**src/rtl/cic_decimator.sv**
```systemverilog
// Decimating CIC filter: N pipelined integrators at the input rate, a sample
// counter that marks the decimation event, and N token-driven comb stages
// with unit differential delay. Full-precision output, modular arithmetic.
module cic_decimator #(
  parameter int WIDTH = 16,
  parameter int N     = 3,
  parameter int RMAX  = 64
) (
  input  logic                                          clk_in,
  input  logic                                          reset,
  input  logic [$clog2(RMAX):0]                         rate,
  input  logic                                          in_valid,
  input  logic signed [WIDTH-1:0]                       in,
  output logic                                          out_valid,
  output logic signed [WIDTH+N*$clog2(RMAX)-1:0]        out,
  output logic                                          frame_start
);

  localparam int GROWTH = N * $clog2(RMAX);
  localparam int OW     = WIDTH + GROWTH;
  localparam int CW     = $clog2(RMAX);
  localparam int RW     = CW + 1;
  localparam logic [RW-1:0] RMAX_R = RW'(RMAX);
  localparam logic [RW-1:0] ONE_R  = RW'(1);

  // Map the requested ratio onto the supported range: 0 behaves as 1 and
  // anything above RMAX is clamped, so the counter can never overrun.
  function automatic logic [RW-1:0] decode_rate(input logic [RW-1:0] r);
    logic [RW-1:0] res;
    if (r == '0) begin
      res = ONE_R;
    end else if (r > RMAX_R) begin
      res = RMAX_R;
    end else begin
      res = r;
    end
    return res;
  endfunction

  // Integrator state
  logic signed [OW-1:0] integ_q [N];
  logic signed [OW-1:0] integ_d [N];

  // Comb state: index 0 is the captured decimated sample, 1..N are comb outputs
  logic signed [OW-1:0] comb_q [N+1];
  logic signed [OW-1:0] comb_d [N+1];
  logic signed [OW-1:0] dly_q  [N];
  logic signed [OW-1:0] dly_d  [N];
  logic [N:0]           vld_q;
  logic [N:0]           vld_d;

  // Rate control
  logic [CW-1:0]        cnt_q;
  logic [CW-1:0]        cnt_d;
  logic [RW-1:0]        r_eff_q;
  logic [RW-1:0]        r_eff_d;
  logic                 reload_q;
  logic                 reload_d;

  logic [RW-1:0]        r_eff;
  logic                 last_in_frame;
  logic                 dec_event;
  logic signed [OW-1:0] in_ext;

  // Until the first sample after reset is accepted the ratio follows the
  // rate input directly, which is how the reset-time value is picked up.
  assign r_eff         = reload_q ? decode_rate(rate) : r_eff_q;
  assign last_in_frame = ({1'b0, cnt_q} == (r_eff - ONE_R));
  assign dec_event     = in_valid && last_in_frame;
  assign in_ext        = {{GROWTH{in[WIDTH-1]}}, in};

  assign frame_start   = in_valid && (cnt_q == '0);
  assign out_valid     = vld_q[N];
  assign out           = comb_q[N];

  // Sample counter and ratio latch: the ratio is re-read only at a frame end
  always_comb begin
    cnt_d    = cnt_q;
    r_eff_d  = r_eff_q;
    reload_d = reload_q && !in_valid;
    if (in_valid) begin
      if (last_in_frame) begin
        cnt_d = '0;
      end else begin
        cnt_d = cnt_q + CW'(1);
      end
    end
    if (reload_q || dec_event) begin
      r_eff_d = decode_rate(rate);
    end
  end

  // Integrator cascade: each stage adds the previous stage's registered value
  always_comb begin
    integ_d = integ_q;
    if (in_valid) begin
      integ_d[0] = integ_q[0] + in_ext;
      for (int k = 1; k < N; k++) begin
        integ_d[k] = integ_q[k] + integ_q[k-1];
      end
    end
  end

  // Comb cascade: a token enters on the decimation event and advances one
  // stage per clock, independent of in_valid
  always_comb begin
    comb_d   = comb_q;
    dly_d    = dly_q;
    vld_d    = '0;
    vld_d[0] = dec_event;
    if (dec_event) begin
      comb_d[0] = integ_q[N-1];
    end
    for (int k = 1; k <= N; k++) begin
      vld_d[k] = vld_q[k-1];
      if (vld_q[k-1]) begin
        comb_d[k]  = comb_q[k-1] - dly_q[k-1];
        dly_d[k-1] = comb_q[k-1];
      end
    end
  end

  // Control registers
  always_ff @(posedge clk_in or posedge reset) begin
    if (reset) begin
      cnt_q    <= '0;
      r_eff_q  <= ONE_R;
      reload_q <= 1'b1;
      vld_q    <= '0;
    end else begin
      cnt_q    <= cnt_d;
      r_eff_q  <= r_eff_d;
      reload_q <= reload_d;
      vld_q    <= vld_d;
    end
  end

  // Datapath registers
  always_ff @(posedge clk_in or posedge reset) begin
    if (reset) begin
      for (int k = 0; k < N; k++) begin
        integ_q[k] <= '0;
        dly_q[k]   <= '0;
      end
      for (int k = 0; k <= N; k++) begin
        comb_q[k] <= '0;
      end
    end else begin
      integ_q <= integ_d;
      dly_q   <= dly_d;
      comb_q  <= comb_d;
    end
  end

endmodule
```
**config.mk**
```make
export PLATFORM = sky130hd
export DESIGN_NAME = cic_decimator
export DESIGN_NICKNAME = d
export VERILOG_FILES = /design/src/rtl/cic_decimator.sv
export SDC_FILE = /design/constraint.sdc
export NUM_CORES = 1
export LEC_CHECK = 0
export ABC_AREA = 1
export CAP_MARGIN = 30
export CORE_ASPECT_RATIO = 1.25
export CORE_MARGIN = 4
export CORE_UTILIZATION = 55
export DETAILED_ROUTE_END_ITERATION = 6
export PLACE_DENSITY = 0.72
export SLEW_MARGIN = 20
export SYNTH_ARGS = -nofsm -noshare
export SYNTH_HDL_FRONTEND = slang
export SYNTH_SLANG_ARGS = --single-unit
```
**constraint.sdc**
```tcl
create_clock -name clk_in -period 13.3 [get_ports clk_in]
set_clock_uncertainty 0.1 [all_clocks]
set_input_delay 1.995 -clock clk_in [delete_from_list [all_inputs] [get_ports clk_in]]
set_output_delay 1.995 -clock clk_in [all_outputs]
set_load 0.02 [all_outputs]
```
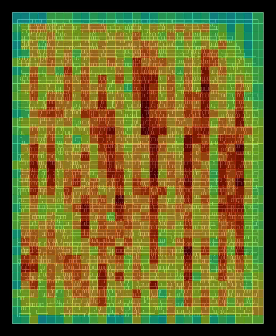
**Above:** congestion heat map.
met2 Track Usage GR: 55.0%
gr usage total: 29.0%

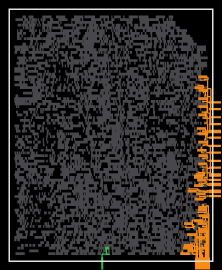
**Above:** nets reached from selected ports.
Scale: 1 px per µm.
- green: reset (bits 1; direction input; edge bottom; end cells 1; wire 19.8 µm)
- orange: out (bits 34; direction output; edge 19 right, 15 bottom; end cells 34; wire 1040 µm)
I/O pins: 62
port buffer count: 61

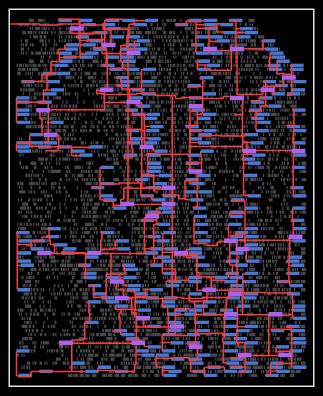
**Above:** clock wires, drivers and flops.
Scale: 1.5 px per µm.
- blue: flip-flops (count 358)
- purple: clock-net drivers (count 40)
- red: clock wires (length 4890 µm)
- flops lie: spread over the die
- routed clock nets: 41

==> GITHUB_STEP_SUMMARY <==
### Metrics collected by this job

| Metric | Value |
|---|---|
| Outcome | finished clean |
| First DRT Iteration DRCs | 1299 |
| Number of enable flip-flop cells | 0 |
| CP Capture Type | output pin |
| First-pass GRT wire length | 120000 µm |
| Worst EP arrival | 3340 ps |
| Sequential cell count | 358 |
| Crit path from | in_valid |
| Routed length per instance | 17.0 µm |
| GRT busiest layer | met2 |
| Synth warnings | 0 |
| Area Growth Syn to Fin | 9.45% |
| Initial antenna violation count | 0 |
| Area of placed instances | 26800 µm² |
| Stages on worst setup path | 4 |
| Worst-path cell chain | buf_4, inv_2, nor4_1, clkdlybuf4s50_1 |
| Seq cells post-synth | 358 |
| Logic share of the area | 51.8% |
| Comb area | 14700 µm² |
| Post-Route WL | 73800 µm |
| Antenna-violating nets left | 0 |
| GPL Wtd Cong | 0.981 |
| Clk tree area frac | 4.99% |
| Non-CTS buffers | 76 |
| Design Area, Final | 28300 µm² |
| Latency at later pin | 570 ps |
| CLK BUF | 52 |
| TritonCTS clock tree | yes |
| Final Cycle Share | 40.9% |
| Inverters | 442 |
| Rows | 88 |
| End of the worst hold path | out[27] |
| Setup tns final | 0 ps |
| Drt drc | 0 |
| Layout cell share with drive strength beyond 1 | 4.34% |
| Hold_sp | out[27] |
| Post-Syn Area per Cell | 7.05 µm² |
| Layout Cells excl Fill | 4341 |
| Hold depth | 2 |
| DP HPWL | 58300 µm |
| Slew Limit Fails | 0 |
| Setup bufs post-CTS | 0 |
| Crit path to | frame_start |
| CP top delay family | buffers and inverters |
| Clock period minus worst slack | 5430 ps |
| Unrepaired setup endpoints after global routing | false |
